--- config.mk ---
export PLATFORM = sky130hd
export DESIGN_NAME = lif_receiver
export DESIGN_NICKNAME = d
export VERILOG_FILES = /design/src/rtl/lif_receiver.sv
export SDC_FILE = /design/constraint.sdc
export NUM_CORES = 1
export LEC_CHECK = 0
export CORE_MARGIN = 5
export CORE_UTILIZATION = 56
export DETAILED_ROUTE_END_ITERATION = 7
export GPL_ROUTABILITY_DRIVEN = 1
export PLACE_DENSITY = 0.87
export SLEW_MARGIN = 20
export SYNTH_ARGS = -nofsm -noshare
export SYNTH_HDL_FRONTEND = slang
export SYNTH_SLANG_ARGS = --single-unit
--- constraint.sdc ---
create_clock -name clk -period 12.9 [get_ports clk]
set_input_delay 3.225 -clock clk [delete_from_list [all_inputs] [get_ports clk]]
set_output_delay 3.225 -clock clk [all_outputs]
set_load 0.03 [all_outputs]
--- src/rtl/lif_receiver.sv ---
// Leaky integrate-and-fire receiver: integrates rising-edge-weighted synaptic
// inputs into a leaking membrane, fires a one-cycle spike, then goes refractory.
module lif_receiver #(
    parameter int N_SYN      = 4,
    parameter int W          = 8,
    parameter int THRESH     = 200,
    parameter int LEAK_SHIFT = 3,
    parameter int REFRAC     = 4
) (
    input  logic               clk,
    input  logic               reset,
    input  logic [N_SYN-1:0]   syn_in,
    input  logic [8*N_SYN-1:0] syn_weight,
    output logic               spike_out,
    output logic [W-1:0]       membrane,
    output logic               refractory,
    output logic [7:0]         spike_count
);

    localparam int SW  = W + $clog2(N_SYN) + 8;
    localparam int RCW = (REFRAC > 1) ? $clog2(REFRAC) : 1;

    localparam logic [0:0] ST_INTEGRATE  = 1'b0;
    localparam logic [0:0] ST_REFRACTORY = 1'b1;

    logic [W-1:0]     v_q, v_d;
    logic [N_SYN-1:0] prev_q;
    logic [0:0]       state_q, state_d;
    logic [RCW-1:0]   rcnt_q, rcnt_d;
    logic             spike_q, spike_d;
    logic [7:0]       count_q, count_d;

    logic [SW-1:0]    term [N_SYN];
    logic [SW-1:0]    edge_sum;
    logic [SW-1:0]    sum;
    logic [W-1:0]     shifted;
    logic [W-1:0]     leak;
    logic             can_integrate;

    genvar gi;
    generate
        for (gi = 0; gi < N_SYN; gi++) begin : g_term
            assign term[gi] = (syn_in[gi] & ~prev_q[gi]) ? SW'(syn_weight[8*gi +: 8]) : '0;
        end
    endgenerate

    // Leak has a floor of 1 so small potentials still decay all the way to 0.
    assign shifted = v_q >> LEAK_SHIFT;
    assign leak    = (shifted != '0) ? shifted : ((v_q != '0) ? W'(1) : '0);

    // The last refractory cycle (rcnt == 0) already integrates that cycle's edges.
    assign can_integrate = (state_q == ST_INTEGRATE) || (rcnt_q == '0);

    always_comb begin
        edge_sum = '0;
        for (int i = 0; i < N_SYN; i++) begin
            edge_sum = edge_sum + term[i];
        end
        sum = SW'(v_q) - SW'(leak) + edge_sum;

        v_d     = v_q;
        state_d = state_q;
        rcnt_d  = rcnt_q;
        spike_d = 1'b0;
        count_d = count_q;

        if (can_integrate) begin
            if (sum >= SW'(THRESH)) begin
                v_d     = '0;
                spike_d = 1'b1;
                count_d = count_q + 8'd1;
                rcnt_d  = RCW'(REFRAC - 1);
                state_d = ST_REFRACTORY;
            end else begin
                v_d     = sum[W-1:0];
                state_d = ST_INTEGRATE;
            end
        end else begin
            v_d    = '0;
            rcnt_d = rcnt_q - RCW'(1);
        end
    end

    always_ff @(posedge clk) begin
        if (reset) begin
            v_q     <= '0;
            prev_q  <= '0;
            state_q <= ST_INTEGRATE;
            rcnt_q  <= '0;
            spike_q <= 1'b0;
            count_q <= '0;
        end else begin
            v_q     <= v_d;
            prev_q  <= syn_in;
            state_q <= state_d;
            rcnt_q  <= rcnt_d;
            spike_q <= spike_d;
            count_q <= count_d;
        end
    end

    assign spike_out   = spike_q;
    assign membrane    = v_q;
    assign refractory  = (state_q == ST_REFRACTORY);
    assign spike_count = count_q;

endmodule

==> results.txt, run 1 <==
N_diodes: 0
Worst-Margin Slew: 0.654 ns
Signal buffers: 55
First-pass GRT wire length: 9540 microns
Placed Instances: 404
Most frequent cell on the critical path: a21oi_1
Layout fillers: 343
Post-CTS Resized: 0
Mux share of post-synthesis cell area: 0.390%
Unique cell types: 44
Commonest cells post-synth: inv_1 (41), and2_1 (30), ha_1 (27), dfxtp_1 (24), a21oi_1 (21)
Synth area leader: dfxtp_1
Worst path required time: 13.09 ns
Syn_area_per_cell: 8.52 sq um
Commonest cells after routing, fill and taps aside: clkdlybuf4s50_1 (55), inv_1 (41), and2_1 (30)
Count of library flops with an enable pin: 0
Pre-antenna DRT Iters: 4
CP Class: input pin to flip-flop
CTS Hold Bufs: 0
Adder share: 27.2%
Initial antenna violation count: 0
Switching part of the total power: 47.7%
CTS root buf: clkbuf_8
Top-area cell share: 18.7%
Count leader, synth: inv_1
Layout clock area frac: 2.20%
Yosys Chip Area: 2560 sq um
DR top layer: met4
Critical path buffers and inverters: 2
Top pwr grp: combinational cells
Setup repair after global routing missed its margin: false
Total power: 0.620 mW
CP arrival: 8.71 ns
Power Density: 192 nW/um^2
Place WS: 4.10 ns
Hold path endpoint: rcnt_q[0]
Startpoint types: input pin
Ys Warns: 0
Reg2Reg Setup Slack: 7.53 ns
Clk sinks: 24
Met2 Wirelength: 2880 microns
Met1 usage: 22.1%
TritonCTS buffer count: 3
Met3 WL: 224 microns
Tmin final: 8.51 ns
Setup bufs post-CTS: 0
FP Util: 58.5%
Seq pwr share: 15.6%
Hold WC Path Type: flip-flop to flip-flop
Max-Cap Viols: 0
GRT Overall Usage: 18.8%
Reg2reg path depth: 22
Status: completed
H-tree depth: 1
Placed cell areas: 3160 sq um
Flip-flops: 24
Worst Hold Margin: 0.490 ns
Final hold violation count: 0
Non-clk buf share: 17.0%
Comb area leader: adder cells
DPL Wire Length: 4760 microns
Vias/cell: 5.38
Cells after synthesis: 301
FF+latch area: 480 sq um
Xor/xnor share: 6.83%
Inverter count: 41
Via count: 2195
Clock buffer depth: 2
Fmax: 117 MHz
I/O pin total: 56
Utilization after layout: 73.8%
CP top delay family: adder cells
Compound Share, Synth: 17.8%
CTS tree: done
Num tapcells: 52
Synth Seq Share: 18.7%
IO buf count: 55
Chip area: 6030 sq um
Met3 usage: 3.59%
Fraction of registers with async set/reset: 0%
Std cell rows: 24
Vias in the first global route: 2258
Hold_sp: rcnt_q[0]
Floorplan Nets: 384
Logic share of the area: 59.2%
OpenROAD warnings: 27
CP startpoint: syn_in[3]
Setup violators final: 0
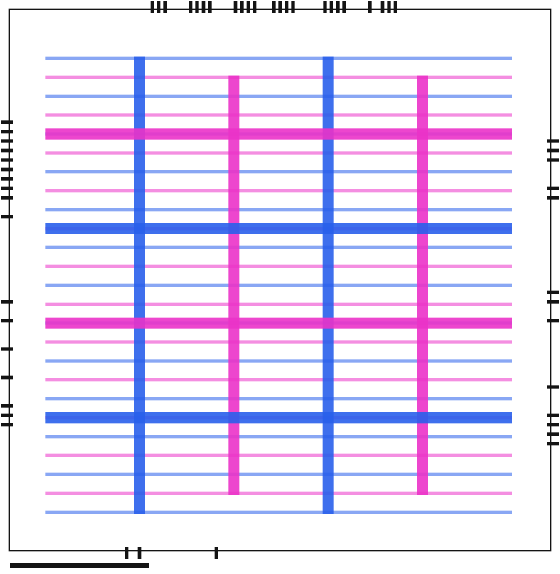
*Floorplan with the power grid, run 1*
The bar under the picture is 20 microns long. Pins as bars on the die edge.
color	net
blue	VSS
magenta	VDD
met4 straps	4
rows	24
signal pins	56
met5 straps	4
met1 rails	25
Core ar.: 4380 sq um
die height: 77.7 microns
Die Wd: 77.7 microns

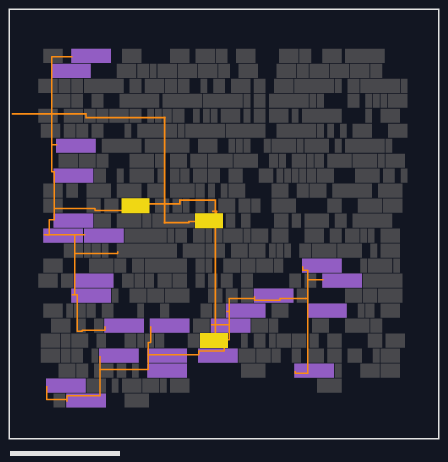
*Clock network drawn from the DEF, run 1*
The bar under the picture is 20 microns long.
[purple] flip-flops | count: 24
[orange] clock wires | length: 304 microns
[yellow] clock-net drivers | count: 3
routed clock nets	4
clk_lat worst skew: 0.27 ns
Clock Power: 0.0662 mW
Clock power frac: 10.7%
clock skew: 0.00426 ns

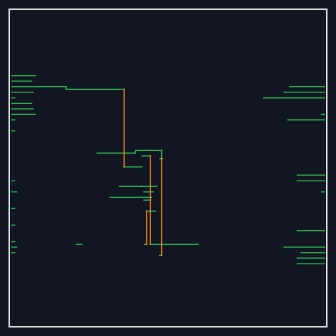
*Metal layers overlaid, run 1*
Only two layers are drawn.
color	layer	wire length
green	M3	224 microns
orange	M4	72.8 microns

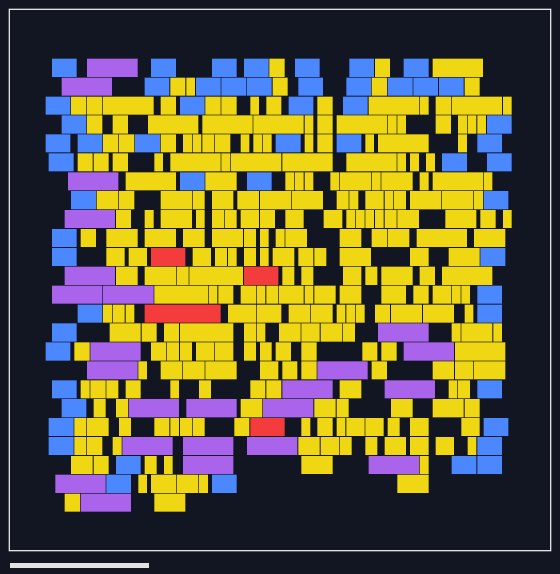
*Cells colored by class, run 1*
The bar under the picture is 20 microns long.
color	class	cells	share of their area
red	clock drivers and dummy loads	4	2.2%
yellow	remaining logic cells	273	65%
purple	registers	24	15%
blue	remaining buffers and delay cells	55	17%

### Placed standard cells, run 1

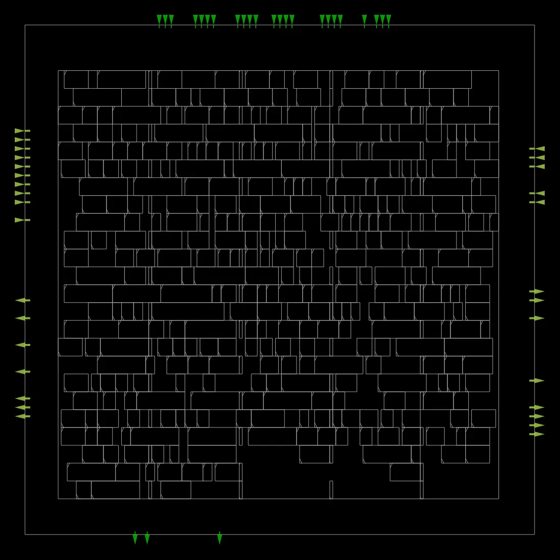

## Run 2: what changed since run 1
--- a/config.mk
+++ b/config.mk
@@ -6,10 +6,10 @@
 export NUM_CORES = 1
 export LEC_CHECK = 0
 export CORE_MARGIN = 5
-export CORE_UTILIZATION = 56
+export CORE_UTILIZATION = 52
 export DETAILED_ROUTE_END_ITERATION = 7
 export GPL_ROUTABILITY_DRIVEN = 1
-export PLACE_DENSITY = 0.87
+export PLACE_DENSITY = 0.82
 export SLEW_MARGIN = 20
 export SYNTH_ARGS = -nofsm -noshare
 export SYNTH_HDL_FRONTEND = slang
==> constraint.sdc (replaced) <==
create_clock -name clk -period 8.7 [get_ports clk]
set_input_delay 2.175 -clock clk [delete_from_list [all_inputs] [get_ports clk]]
set_output_delay 2.175 -clock clk [all_outputs]
set_load 0.03 [all_outputs]
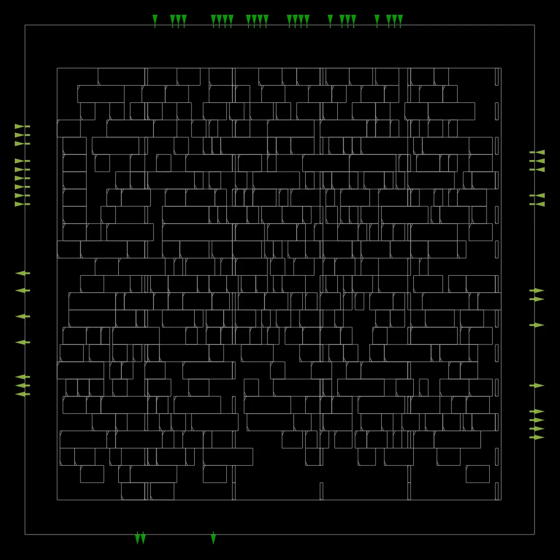
*Placed standard cells, run 2*
std cell rows: 25
Seq/total area: 14.8%

==> results.txt, run 2 <==
Compound Share, Synth: 17.8% (unchanged)
I/O pin total: 56 (unchanged)
Setup violators final: 0 (unchanged)
Max-Cap Viols: 0 (unchanged)
TritonCTS buffer count: 3 (unchanged)
Count leader, synth: inv_1
FF+latch area: 480 sq um (unchanged)
Placed Instances: 419 (+3.7%)
Layout clock area frac: 2.19% (-0.013 points)
Clock skew: 0.00375 ns (-0.000512 ns)
Initial antenna violation count: 0 (unchanged)
Hold path endpoint: rcnt_q[1]
Tmin final: 7.49 ns
Cells after synthesis: 301 (unchanged)
Worst-Margin Slew: 0.657 ns (+0.00222 ns)
Final hold violation count: 0 (unchanged)
Yosys Chip Area: 2560 sq um (unchanged)
CTS Hold Bufs: 0 (unchanged)
Seq pwr share: 15.7% (about the same)
Setup repair after global routing missed its margin: false
Worst path required time: 8.89 ns (-4.20 ns)
Switching part of the total power: 47.5% (-0.25 points)
Clk sinks: 24 (unchanged)
Adder share: 27.2% (unchanged)
FP Util: 53.9% (-4.6 points)
DR top layer: met4
Commonest cells post-synth: inv_1 (41), and2_1 (30), ha_1 (27), dfxtp_1 (24), a21oi_1 (21)
Die height: 80.2 microns (+3.3%)
Flip-flops: 24 (unchanged)
Floorplan Nets: 384 (unchanged)
CTS root buf: clkbuf_8
N_diodes: 0 (unchanged)
Via count: 2235 (+1.8%)
Pre-antenna DRT Iters: 4 (unchanged)
Syn_area_per_cell: 8.52 sq um (unchanged)
Die Wd: 80.2 microns (+3.3%)
Status: completed
CP top delay family: adder cells
Power figures rest on the tool's default switching activity, not on a simulated workload.
